Design frame_scanout, sky130hd; sources not shown.
Run 1, wires at chosen ports, followed through buffers:
The bar under the picture is 50 um long.
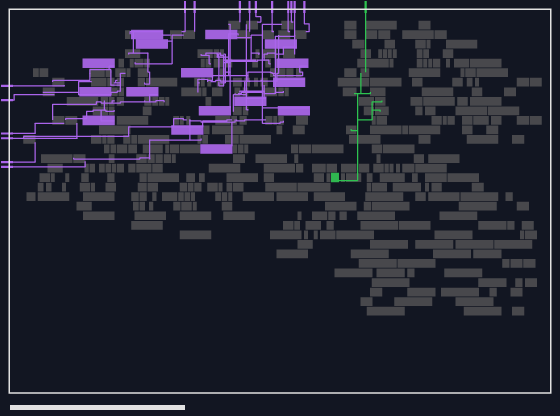
[done] green | bits: 1 | direction: output | edge: north | end cells: 1 | buffers: 1 | wire: 75.7 um
[mem_addr] purple | bits: 16 | direction: output | edge: 10 north, 6 west | end cells: 16 | buffers: 16 | wire: 891 um
number of I/O pins: 49
port bufs: 48

Run 1, routing congestion map:
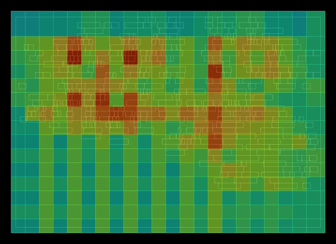
fin util: 32.69%
GRT Overall Usage: 10.65%

Run 1, met3 routing:
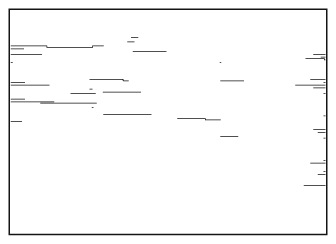
wire length on this layer: 371 um
main direction: horizontal
met3 Use GR: 3.339%
routed vias: 2745
Final Routed Wirelength: 8281 um

==> Slide: Implementation Results, run 1 <==
Key Metrics from the Run

Outcome
  • Status: finished clean

Synthesis
  • Synth cell types: approximately 55
  • Simple-Gate Area Share: ~17%
  • Main flop type after synthesis: dfrtp_1
  • Flip-flops with a built-in enable: 24
  • Cell type with the largest total area: dfrtp_1
  • Post-synthesis sequential area ratio: 54.26%
  • Nets at Floorplan: 364
  • Top comb family, area: simple AND/OR/NAND/NOR gates
  • XORs/XNORs by Area: 5.561%
  • Most frequent cell after synthesis: dfrtp_1
  • Yosys aoi share: 11.52%
  • Mapped Avg Cell Area: roughly 12 sq um
  • Yosys Warn Count: 0
  • Cell Area, Synth: about 4000 sq um
  • Yosys Chip Area: between 4000 and 5000 sq um
  • Cell count in the Yosys report: ~340
  • Flops after synth: roughly 84
  • Yosys top cell area share: a little over a third
  • Mux area share: 3.819%
  • Top cells by area, synth: dfrtp_1, edfxtp_1, ha_1
  • Yosys adder share: 4.461%
  • Commonest cells post-synth: dfrtp_1, nand2_1, edfxtp_1, o21ai_0
  • Fraction of registers with async set/reset: between 70% and 80%
  • Mapped Cells: between 300 and 400

Floorplan
  • Tapcell Cnt: around 200
  • Die area: approximately 17000 sq um
  • Row Count: 38
  • Vert. Die Dim: 109 um
  • FP Core Util: about a quarter
  • Placeable Area: about 15000 sq um
  • Die X: 154.0 um

Critical path
  • Buf/Inv on CP: 3
  • Worst path cell trace: clkdlybuf4s50_1 -> o31a_4 -> and3_4 -> o2111ai_4 -> inv_4 -> buf_4
  • Worst EP required: between 3 and 4 ns
  • Family with the most delay on the worst path: buffers and inverters
  • R2R depth: 8
  • Crit path max-delay cell type: clkdlybuf4s50_1
  • Crit path DAT: about 2.9 ns
  • Worst-path fanout max: 28
  • CP startpoint kind: input port
  • CP Capture Type: output port
  • Crit path depth: 6
  • Reg2reg setup slack: 1.93 ns
  • Worst setup path class: input port to output port
  • Slowest Stage Delay on Critical Path: 0.48 ns

Cells and area
  • Flip-flop and latch area: ~2200 sq um
  • FF+latch count: between 80 and 90
  • Most instantiated logic cells after routing: dfrtp_1, clkdlybuf4s50_1, nand2_1, o21ai_0, edfxtp_1
  • Logic share of the area: roughly a third
  • Most frequent logic cell in the layout: dfrtp_1
  • Multi-input gate count: between 200 and 250
  • Layout cells sized above 1: approximately 13%
  • Final #Nets: around 410
  • Inserted Diodes: 0
  • Flop share of the area: a little over two fifths
  • Signal buffers share of area: under 10%
  • ClkCell Share: between 6 and 7%
  • Area growth syn-to-layout: 23.34%
  • Fill cell count: around 1500
  • # clk buffers: 9
  • Layout inverter count without the clock tree: 16
  • Largest class: registers
  • Comb gate area: between 1500 and 2000 sq um
  • Largest register FFs: 24
  • Cell Count, Final, Fillers Out: between 500 and 600
  • Nonclk buf count: about 50

Place
  • DP Wirelength: 5669 um
  • Placed cell count: 581

CTS
  • Clk slew on worst S/H paths: about 0.070 ns
  • Clk buf depth: 2
  • TritonCTS clock tree: done
  • Clock sink count: around 84
  • H-tree lvl count: 3
  • Clock latency on the worst-skew pair: around 0.34 ns
  • TritonCTS Buffers: 9
  • Clock root cell: clkbuf_16
  • Setup Buffers After CTS: 0
  • Post_cts resized: 0
  • Cts hold-fix bufs: 0

Pwr
  • Sequential power share: approximately a third
  • Sw frac: between 40% and 50%
  • Worst vdd ir: 0.4785 mV
  • Combinational share of power: approximately 44%
  • Leak Pwr: a little over 2 nW
  • Pwr per Cell Area: approximately 600 nW/um^2
  • Clk pwr share: 23.2%
  • Combinational power: around 1.3 mW
  • Pwr top: combinational cells
  • Sw power: 1.423 mW
  • Int Pwr: 1.651 mW
  • Sequential Power: 1.02 mW
  • P_clk: between 0.7 and 0.8 mW

Global routing
  • GRT overflow: 0
  • Global-route wire length before repair: around 14000 um
  • Largest net degree at the start of global routing: between 60 and 70
  • Via count of the first global-routing pass: ~2700
  • Antenna violations before repair: 0

Final timing
  • Final Skew: approximately 0.0072 ns
  • Fmax: ~260 MHz
  • RSZ-0062 raised after global routing: no
  • Final Critical Period: ~3.9 ns
  • Final setup viols: 0
  • Period utilization: between 80% and 90%
  • Least-Margin Pin Slew: around 1.0 ns
  • Max-slew violations: 0
  • Final Hold Viols: 0
  • Normalized max-slew margin: about a third
  • TNS Setup: 0 ns

Run
  • Max_cap viols: 0
  • Tool warnings: 31

Route
  • Drt first-iter violations: around 190
  • DRC: 0
  • Antenna viol nets, final: 0
  • TritonRoute pass-1 iters: 4
  • Mean routed wirelength per cell: ~14 um
  • Via density: 4.598

Min path
  • HP Class: register to register
  • Hold-critical path depth: 1
run 1: stage by stage:
step / utilization, % / hold WS (ns) / power, mW / setup slack [ns] / cell area [sq um]
after floorplan: - / 0.4491 / 2.116 / 1.647 / 4095
after global placement: 30.71 / 0.4553 / 2.367 / 0.9359 / 4746
after detailed placement: 30.71 / 0.4592 / 2.388 / 0.9244 / 4746
after CTS: 32.69 / 0.4711 / 3.114 / 0.9124 / 5051
after global routing: 32.69 / 0.4969 / 3.267 / 0.7962 / 5051
final: 32.69 / 0.4634 / 3.074 / 0.9314 / 5051
run 1: per-layer routing:
metal | wire length, um | track usage (%) | share of wire [%]
met2 | 3406 | 14.70 | 41
met3 | 371 | 3.339 | 4.5
met5 | 0 | 0 | 0
met4 | 78 | 3.538 | 0.94
met1 | 4425 | 15.65 | 53
## Run 2: what changed since run 1
==> constraint.sdc (replaced) <==
create_clock -name clk -period 3.9 [get_ports clk]
set_input_delay 0.78 -clock clk [delete_from_list [all_inputs] [get_ports clk]]
set_output_delay 0.78 -clock clk [all_outputs]
set_load 0.1 [all_outputs]
Run 2, wires at chosen ports, followed through buffers:
The bar under the picture is 50 um long.
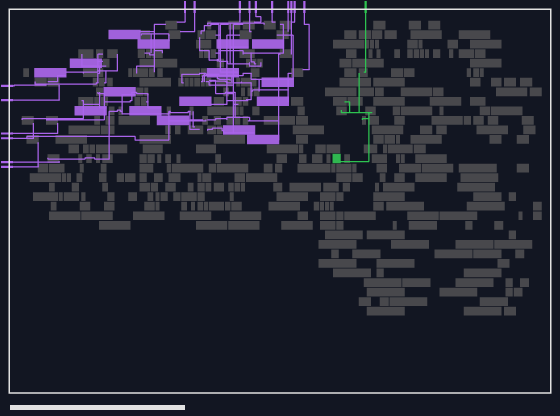
[mem_addr] purple | bits: 16 | direction: output | edge: 10 north, 6 west | end cells: 16 | buffers: 16 | wire: 922 um
[done] green | bits: 1 | direction: output | edge: north | end cells: 1 | buffers: 1 | wire: 67.4 um

Run 2, routing congestion map:
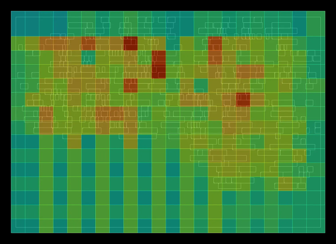
grt met2 use: 15.60%
Top Usage Layer GRT: met2
fin util: 32.68%
mean routed wirelength per cell: 14.18 um
met1 usage: 15.27%

==> run 2 against run 1 <==
  * Via count increased by 2.2%
  * Count of clock-buffer cells in the layout increased by 1
  * Critical path depth stayed put
  * Combinational power grew 26%
  * Cell count grew 0.17%
  * Worst setup slack got worse by 0.067 ns
  * Sequential share of layout area barely moved
  * Area after synthesis is the same
  * Total power rose by 24%
  * Clock skew rose by 0.0033 ns
  * Die area stayed put
  * Largest cell class unchanged
==> Slide: Implementation Results, run 2 <==
Key Metrics from the Run

Floorplan
  • Row Count: 38 (unchanged)
  • Number of I/O pins: 49 (unchanged)
  • Placeable Area: 15450 sq um (unchanged)
  • Tapcell Cnt: 200 (unchanged)

Synthesis
  • Cell count in the Yosys report: 343 (unchanged)
  • Cell type with the largest total area: dfrtp_1
  • Flip-flops with a built-in enable: 24 (unchanged)
  • Mux area share: 3.819% (unchanged)
  • Top comb family, area: simple AND/OR/NAND/NOR gates
  • Synth cell types: 55 (unchanged)
  • Yosys top cell area share: 36.66% (unchanged)
  • Fraction of registers with async set/reset: 71.43% (unchanged)
  • Yosys Chip Area: 4095 sq um (unchanged)
  • Yosys adder share: 4.461% (unchanged)
  • XORs/XNORs by Area: 5.561% (unchanged)
  • Simple-Gate Area Share: 16.56% (unchanged)
  • Mapped Cells: 343 (unchanged)
  • Yosys aoi share: 11.52% (unchanged)
  • Main flop type after synthesis: dfrtp_1
  • Cell Area, Synth: 4095 sq um (unchanged)

Route
  • Met3 WL post-DR: 441 um (+19%)
  • Met2 wire len: 3674 um (+7.9%)
  • Final Routed Wirelength: 8477 um (+2.4%)
  • TritonRoute pass-1 iters: 4 (unchanged)
  • Via density: 4.692 (+2.1%)

CTS
  • Clock root cell: clkbuf_16
  • Setup Buffers After CTS: 0 (unchanged)
  • TritonCTS clock tree: done
  • Clock sink count: 84 (unchanged)
  • Post_cts resized: 0 (unchanged)
  • TritonCTS Buffers: 9 (unchanged)
  • Clk slew on worst S/H paths: 0.06 ns (about the same)
  • Clk buf depth: 2 (unchanged)
  • Cts hold-fix bufs: 0 (unchanged)

Critical path
  • Worst setup path class: input port to output port
  • Crit path depth: 6 (unchanged)
  • Buf/Inv on CP: 3 (unchanged)
  • Crit path DAT: 2.26 ns (-0.65 ns)
  • CP startpoint kind: input port
  • R2R depth: 8 (unchanged)
  • Slowest Stage Delay on Critical Path: 0.51 ns (+0.03 ns)
  • Worst-path fanout max: 17 (-39%)

Global routing
  • Largest net degree at the start of global routing: 32 (-48%)
  • Via count of the first global-routing pass: 2785 (+4.6%)
  • Antenna violations before repair: 0 (unchanged)
  • Global-route wire length before repair: 14260 um (+2.1%)

Cells and area
  • Inserted Diodes: 0 (unchanged)
  • Signal buffers share of area: 9.663% (+0.052 points)
  • Area growth syn-to-layout: 23.31% (about the same)
  • Comb gate area: 1723 sq um (unchanged)
  • Final #Nets: 414 (+0.24%)
  • FF+latch count: 84 (unchanged)
  • Flop share of the area: 44.00% (about the same)
  • Nonclk buf count: 51 (+2.0%)
  • ClkCell Share: 5.971% (-0.073 points)
  • Logic share of the area: 34.12% (about the same)
  • Layout cells sized above 1: 14.57% (+1.7 points)

Pwr
  • Combinational share of power: 44.4% (+0.7 points)
  • Combinational power: 1.69 mW (+26%)
  • Pwr top: combinational cells
  • Pwr per Cell Area: 754.1 nW/um^2 (+24%)
  • Leak Pwr: 2.073 nW (+0.83%)
  • Sw frac: 45.97% (-0.31 points)
  • Sequential power share: 32.9% (-0.2 points)
  • Worst vdd ir: 0.5700 mV (+19%)

Place
  • DP Wirelength: 5865 um (+3.4%)
  • Port bufs: 48 (unchanged)

Final timing
  • Final Hold Viols: 0 (unchanged)
  • Final Skew: 0.01046 ns (+0.003270 ns)
  • Max-slew violations: 0 (unchanged)
  • Least-Margin Pin Slew: 1.010 ns (+0.01380 ns)
  • Normalized max-slew margin: 32.42% (-0.92 points)

Outcome
  • Status: finished clean
==> run 2: cell types whose count changed in the layout (fill, tap and decap cells not counted), sizes merged <==
cell	before	now
clkdlybuf4s50	45	38
clkinvlp	2	1
clkinv	0	1
clkbuf	9	10
buf	5	13
inv	20	19
==> run 2: through the flow <==
| step | area [sq um] | setup WS [ns] | total power, mW | instances | hold slack, ns |
|---|---|---|---|---|---|
| finish | 5050 | 0.8648 | 3.808 | 598 | 0.4686 |
| global route | 5050 | 0.6796 | 4.041 | 598 | 0.4808 |
| CTS | 5050 | 0.8295 | 3.859 | 598 | 0.4731 |
| detailed placement | 4748 | 0.8798 | 2.984 | 582 | 0.4641 |
| global placement | 4748 | 0.8837 | 2.955 | 582 | 0.4571 |
| floorplan | 4095 | 0.9274 | 2.605 | 343 | 0.4491 |
No activity file was given, so power comes from the tool's default toggle rates.
